**src/rtl/emblem_sequencer_if.sv**
```systemverilog
// Pixel-side bundle between the VGA timing/background path, the emblem
// generator and the crest overlay sequencer.
interface emblem_sequencer_if;
  logic [9:0] x;
  logic [9:0] y;
  logic       active;
  logic       trigger;
  logic       abort;
  logic       em_draw;
  logic [5:0] em_rgb;
  logic [5:0] bg_rgb;
  logic       em_enable;
  logic [5:0] out_rgb;
  logic       busy;
  logic [1:0] level;

  modport master (
    output x, y, active, trigger, abort, em_draw, em_rgb, bg_rgb,
    input  em_enable, out_rgb, busy, level
  );

  modport slave (
    input  x, y, active, trigger, abort, em_draw, em_rgb, bg_rgb,
    output em_enable, out_rgb, busy, level
  );
endinterface

```
**src/rtl/emblem_sequencer.sv**
```systemverilog
// Crest overlay sequencer: frame-synchronous fade-in/hold/blink/fade-out
// scheduling plus brightness-ramped compositing over the background.
module emblem_sequencer #(
  parameter int unsigned FADE_STEP_FRAMES = 8,
  parameter int unsigned HOLD_FRAMES      = 180,
  parameter int unsigned BLINK_FRAMES     = 16,
  parameter int unsigned BLINK_COUNT      = 3,
  parameter int unsigned FRAME_Y          = 480
) (
  input  logic           clk,
  input  logic           rst_n,
  emblem_sequencer_if.slave bus
);

  typedef enum logic [2:0] {
    IDLE,
    FADE_IN,
    HOLD,
    BLINK,
    FADE_OUT
  } state_t;

  localparam logic [9:0] TICK_Y     = 10'(FRAME_Y);
  localparam logic [7:0] FADE_LAST  = 8'(FADE_STEP_FRAMES - 1);
  localparam logic [7:0] HOLD_LAST  = 8'(HOLD_FRAMES - 1);
  localparam logic [7:0] BLINK_LAST = 8'(BLINK_FRAMES - 1);
  localparam logic [7:0] TOG_END    = 8'(2 * BLINK_COUNT);

  state_t     state_q, state_d;
  logic [1:0] level_q, level_d;
  logic       visible_q, visible_d;
  logic [7:0] fcnt_q, fcnt_d;
  logic [7:0] toggles_q, toggles_d;
  logic       trig_pend_q, trig_pend_d;
  logic       abort_pend_q, abort_pend_d;
  logic [5:0] out_rgb_q, out_rgb_d;
  logic       busy_q, busy_d;

  logic tick;
  logic in_run;
  logic trig_set;
  logic abort_set;

  // Saturating per-channel subtract of (3 - level) on an RRGGBB pixel.
  function automatic logic [5:0] dim(input logic [5:0] c, input logic [1:0] lvl);
    logic [5:0] res;
    logic [1:0] sub;
    logic [1:0] ch;
    res = '0;
    sub = 2'd3 - lvl;
    for (int unsigned i = 0; i < 3; i++) begin
      ch = c[2*i +: 2];
      res[2*i +: 2] = (ch > sub) ? (ch - sub) : 2'd0;
    end
    return res;
  endfunction

  assign tick   = (bus.x == 10'd0) && (bus.y == TICK_Y);
  assign in_run = (state_q == FADE_IN) || (state_q == HOLD) || (state_q == BLINK);

  // Abort wins over a coincident trigger; requests landing on a tick cycle
  // survive that tick and are acted on at the next one.
  assign trig_set  = bus.trigger && !bus.abort && (state_q == IDLE);
  assign abort_set = bus.abort && in_run;

  always_comb begin
    state_d      = state_q;
    level_d      = level_q;
    visible_d    = visible_q;
    fcnt_d       = fcnt_q;
    toggles_d    = toggles_q;
    trig_pend_d  = (trig_pend_q && !tick) || trig_set;
    abort_pend_d = (abort_pend_q && !tick) || abort_set;

    if (tick) begin
      if (abort_pend_q && in_run) begin
        state_d   = FADE_OUT;
        fcnt_d    = '0;
        visible_d = 1'b1;
        toggles_d = '0;
      end else begin
        unique case (state_q)
          IDLE: begin
            level_d   = '0;
            visible_d = 1'b1;
            if (trig_pend_q) begin
              state_d = FADE_IN;
              level_d = 2'd1;
              fcnt_d  = '0;
            end
          end
          FADE_IN: begin
            if (fcnt_q == FADE_LAST) begin
              fcnt_d = '0;
              if (level_q == 2'd3) state_d = HOLD;
              else                 level_d = level_q + 2'd1;
            end else begin
              fcnt_d = fcnt_q + 8'd1;
            end
          end
          HOLD: begin
            level_d = 2'd3;
            if (fcnt_q == HOLD_LAST) begin
              state_d = (BLINK_COUNT == 0) ? FADE_OUT : BLINK;
              fcnt_d  = '0;
            end else begin
              fcnt_d = fcnt_q + 8'd1;
            end
          end
          BLINK: begin
            if (fcnt_q == BLINK_LAST) begin
              fcnt_d = '0;
              if (toggles_q + 8'd1 == TOG_END) begin
                state_d   = FADE_OUT;
                visible_d = 1'b1;
                toggles_d = '0;
              end else begin
                visible_d = !visible_q;
                toggles_d = toggles_q + 8'd1;
              end
            end else begin
              fcnt_d = fcnt_q + 8'd1;
            end
          end
          FADE_OUT: begin
            if (fcnt_q == FADE_LAST) begin
              fcnt_d = '0;
              if (level_q == 2'd1) begin
                state_d = IDLE;
                level_d = '0;
              end else begin
                level_d = level_q - 2'd1;
              end
            end else begin
              fcnt_d = fcnt_q + 8'd1;
            end
          end
          default: state_d = IDLE;
        endcase
      end
    end

    busy_d = (state_d != IDLE);

    if (!bus.active)
      out_rgb_d = '0;
    else if (bus.em_draw && (state_q != IDLE) && visible_q)
      out_rgb_d = dim(bus.em_rgb, level_q);
    else
      out_rgb_d = bus.bg_rgb;
  end

  always_ff @(posedge clk or negedge rst_n) begin
    if (!rst_n) begin
      state_q      <= IDLE;
      level_q      <= '0;
      visible_q    <= 1'b1;
      fcnt_q       <= '0;
      toggles_q    <= '0;
      trig_pend_q  <= 1'b0;
      abort_pend_q <= 1'b0;
      out_rgb_q    <= '0;
      busy_q       <= 1'b0;
    end else begin
      state_q      <= state_d;
      level_q      <= level_d;
      visible_q    <= visible_d;
      fcnt_q       <= fcnt_d;
      toggles_q    <= toggles_d;
      trig_pend_q  <= trig_pend_d;
      abort_pend_q <= abort_pend_d;
      out_rgb_q    <= out_rgb_d;
      busy_q       <= busy_d;
    end
  end

  assign bus.em_enable = bus.active && (state_q != IDLE) && visible_q;
  assign bus.out_rgb   = out_rgb_q;
  assign bus.busy      = busy_q;
  assign bus.level     = level_q;

endmodule

```
**src/flat_wrapper.sv**
```systemverilog
// flat-port wrapper written by rule: the top's interface ports become plain ports
module emblem_sequencer_flat 
#(
  parameter int unsigned FADE_STEP_FRAMES = 8,
  parameter int unsigned HOLD_FRAMES      = 180,
  parameter int unsigned BLINK_FRAMES     = 16,
  parameter int unsigned BLINK_COUNT      = 3,
  parameter int unsigned FRAME_Y          = 480
)
  (clk, rst_n, bus_x, bus_y, bus_active, bus_trigger, bus_abort, bus_em_draw, bus_em_rgb, bus_bg_rgb, bus_em_enable, bus_out_rgb, bus_busy, bus_level);
  emblem_sequencer_if bus_i ();
  input  logic clk;
  input  logic rst_n;
  input wire logic [$bits(bus_i.x)-1:0] bus_x;
  input wire logic [$bits(bus_i.y)-1:0] bus_y;
  input wire logic [$bits(bus_i.active)-1:0] bus_active;
  input wire logic [$bits(bus_i.trigger)-1:0] bus_trigger;
  input wire logic [$bits(bus_i.abort)-1:0] bus_abort;
  input wire logic [$bits(bus_i.em_draw)-1:0] bus_em_draw;
  input wire logic [$bits(bus_i.em_rgb)-1:0] bus_em_rgb;
  input wire logic [$bits(bus_i.bg_rgb)-1:0] bus_bg_rgb;
  output wire logic [$bits(bus_i.em_enable)-1:0] bus_em_enable;
  output wire logic [$bits(bus_i.out_rgb)-1:0] bus_out_rgb;
  output wire logic [$bits(bus_i.busy)-1:0] bus_busy;
  output wire logic [$bits(bus_i.level)-1:0] bus_level;
  assign bus_i.x = bus_x;
  assign bus_i.y = bus_y;
  assign bus_i.active = bus_active;
  assign bus_i.trigger = bus_trigger;
  assign bus_i.abort = bus_abort;
  assign bus_i.em_draw = bus_em_draw;
  assign bus_i.em_rgb = bus_em_rgb;
  assign bus_i.bg_rgb = bus_bg_rgb;
  assign bus_em_enable = bus_i.em_enable;
  assign bus_out_rgb = bus_i.out_rgb;
  assign bus_busy = bus_i.busy;
  assign bus_level = bus_i.level;
  emblem_sequencer #(.FADE_STEP_FRAMES(FADE_STEP_FRAMES), .HOLD_FRAMES(HOLD_FRAMES), .BLINK_FRAMES(BLINK_FRAMES), .BLINK_COUNT(BLINK_COUNT), .FRAME_Y(FRAME_Y)) u_core (.clk(clk), .rst_n(rst_n), .bus(bus_i));
endmodule
```
**config.mk**
```make
export PLATFORM = sky130hd
export DESIGN_NAME = emblem_sequencer_flat
export DESIGN_NICKNAME = d
export VERILOG_FILES = /design/src/rtl/emblem_sequencer_if.sv /design/src/rtl/emblem_sequencer.sv /design/src/flat_wrapper.sv
export SDC_FILE = /design/constraint.sdc
export NUM_CORES = 1
export LEC_CHECK = 0
export CELL_PAD_IN_SITES_DETAIL_PLACEMENT = 0
export CELL_PAD_IN_SITES_GLOBAL_PLACEMENT = 1
export CORE_UTILIZATION = 38
export CTS_BUF_LIST = sky130_fd_sc_hd__clkbuf_8 sky130_fd_sc_hd__clkbuf_16
export DETAILED_ROUTE_END_ITERATION = 8
export GPL_ROUTABILITY_DRIVEN = 0
export PLACE_DENSITY_LB_ADDON = 0.08
export SYNTH_ARGS = -nofsm -noshare
export SYNTH_HDL_FRONTEND = slang
export SYNTH_SLANG_ARGS = --single-unit
```
**constraint.sdc**
```tcl
create_clock -name clk -period 2.9 [get_ports clk]
set_input_delay 0.435 -clock clk [delete_from_list [all_inputs] [get_ports clk]]
set_output_delay 0.435 -clock clk [all_outputs]
set_load 0.05 [all_outputs]
```
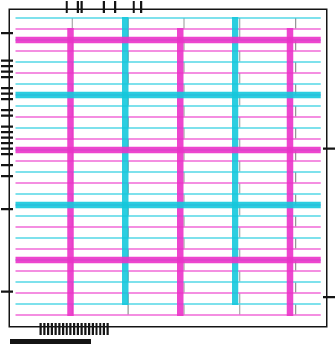
**Above:** PDN straps and rails.
Scale bar: 20 µm. Pins as bars on the die edge. Tap cells in grey.
Key: cyan = VDD; magenta = VSS
48 signal pins sit on the boundary. 72 tap cells.
worst vdd rail ir drop: 165 µV
core area: 0.00554 mm²
die extent in y: 78.1 µm
horizontal extent of the die: 78.1 µm

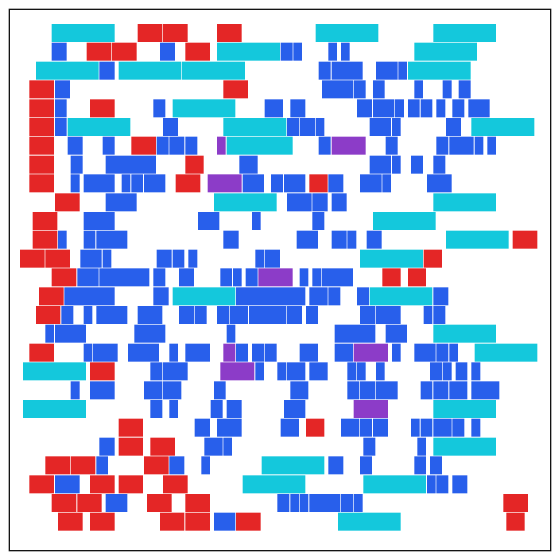
**Above:** cells coloured by class.
Key: blue = remaining logic cells [cells 209, share of their area 50%]; cyan = registers [cells 31, share of their area 28%]; red = remaining buffers and delay cells [cells 54, share of their area 19%]; purple = clock drivers and dummy loads [cells 8, share of their area 3.3%]
Cell Rows: 27
finished layout cell area: 0.00286 mm²
register fraction of the total cell area: 27.2%
core occupancy in the finished layout: 51.6%

through the flow:
| step | cells | setup WS [ps] |
|---|---|---|
| 5_1_grt | 374 | 230 |
| 6_report | 374 | 407 |
| 4_1_cts | 374 | 400 |
| 2_1_floorplan | 251 | 601 |
| 3_5_place_dp | 366 | 144 |
| 3_3_place_gp | 366 | 165 |
flip-flops by register name, indices dropped and copies added, names as in the netlist:
name	cells
u_core.abort_pend_q	1
u_core.bus.busy	1
u_core.bus.level	2
u_core.bus.out_rgb	6
u_core.fcnt_q	8
u_core.state_q	3
u_core.toggles_q	8
u_core.trig_pend_q	1
u_core.visible_q	1
critical path, cell delays in order:
cell and delay, ps:
sky130_fd_sc_hd__clkdlybuf4s50_1 400, sky130_fd_sc_hd__nor4b_1 330, sky130_fd_sc_hd__nand3_1 200, sky130_fd_sc_hd__or4b_1 570, sky130_fd_sc_hd__a21o_1 230, sky130_fd_sc_hd__or4_1 480
sky130_fd_sc_hd__nand2_1 70
area by class of cell:
cell class	instances	area share (%)
multi-input cells	196	46.5
flip-flops and latches	31	27.2
repair buffers	54	18.3
well taps	72	3.15
clock buffers	6	2.89
inverters	13	1.71
clock inverters	2	0.306
worst max-delay path by stage:
stage	to	cells after the start	slack [ps]	from
2_1_floorplan	u_core.bus.busy	7	600	u_core.fcnt_q[5]
3_3_place_gp	u_core.fcnt_q[7]	7	170	bus_y[8]
3_5_place_dp	u_core.fcnt_q[7]	7	140	bus_y[8]
4_1_cts	bus_em_enable	3	400	u_core.state_q[0]
5_1_grt	u_core.fcnt_q[7]	7	230	bus_y[2]
6_report	u_core.fcnt_q[7]	7	410	bus_y[2]
cells by family after synthesis:
group | share of synthesized area, %
mux | 2.27
flops | 35.3
fa+ha+maj | 8.98
xor+xnor | 1.59
buf+inv | 4.43
simple gates | 27.7
compound gates | 19.8
per-layer routing:
metal  global-route usage [%]  routed length [µm]  part of all wire [%]
met1                     25.9                2610                    49
met2                     29.4                2390                    45
met3                     4.42                 226                   4.3
met4                     7.41                  85                   1.6
met5                        0                   0                     0
report_power, final:
group	leakage [nW]	internal (mW)	switching [mW]
Combinational	0.753	0.0589	0.0404
Clock	0.0524	0.188	0.170
Sequential	0.397	0.437	0.00115
==> run summary <==
On the backend side, the flow ran end to end.

The cts-stage hold buffer count stands at 0. Per the timing report, the most critical flop-to-flop path originates at u_core.fcnt_q[5]. The initial utilization of the core area, before any placement, comes to between 30% and 40%. Registers take a little under 800 µm². Per the OpenROAD power report, leakage power amounts to between 1 and 1.5 nW. Setup repair after global routing left no endpoint under its margin.

The worst hold path depth stands at 1. After layout, the worst path uses a little under nine tenths of the clock period. The number of cells upsized or downsized after cts stands at 0. The run finished with clean final reports. Per the detailed placement report, the placed cell area equals between 0.002 and 0.003 mm². The via count of the first global-routing pass was between 1,500 and 2,000. The total number of H-tree levels stands at 2. The final number of setup-violating endpoints stands at 0. The number of fill cells in the layout stands at between 500 and 600. Looking at the clock tree report, the root buffer type is sky130_fd_sc_hd__clkbuf_8.

The fmax stands at 0.401 GHz. The synthesis report gives the async set-or-reset register share as 100%. The top-area cell type share of the netlist area stands at roughly a third. The number of warnings the tools reported stands at 31. The final count of pins violating max slew stands at 0. The mapped cell area stands at 0.00220 mm². Yosys reports that the most numerous cell types are sky130_fd_sc_hd__dfrtp_1, sky130_fd_sc_hd__nand2_1, sky130_fd_sc_hd__a21oi_1, sky130_fd_sc_hd__nor2_1, sky130_fd_sc_hd__o21ai_1. The script logs the mean routed wire length per placed instance as between 10 and 15 µm. Total global-route track usage over all layers is a little under a fifth. The slew of the pin with the lowest slew margin stands at approximately 550 ps.

The vias per cell stands at ~5.4. The depth of the worst register-to-register path stands at 6. Between the synthesized netlist and the finished layout, the area growth was recorded as 29.8%. The average footprint of a synthesized cell stands at between 8 and 9 µm².

The report lists the power per cell area as approximately 310 mW/mm². The area occupied by multi-input gates stands at roughly 0.0013 mm². The worst setup path is captured at a flip-flop.
No activity file was given, so power comes from the tool's default toggle rates.
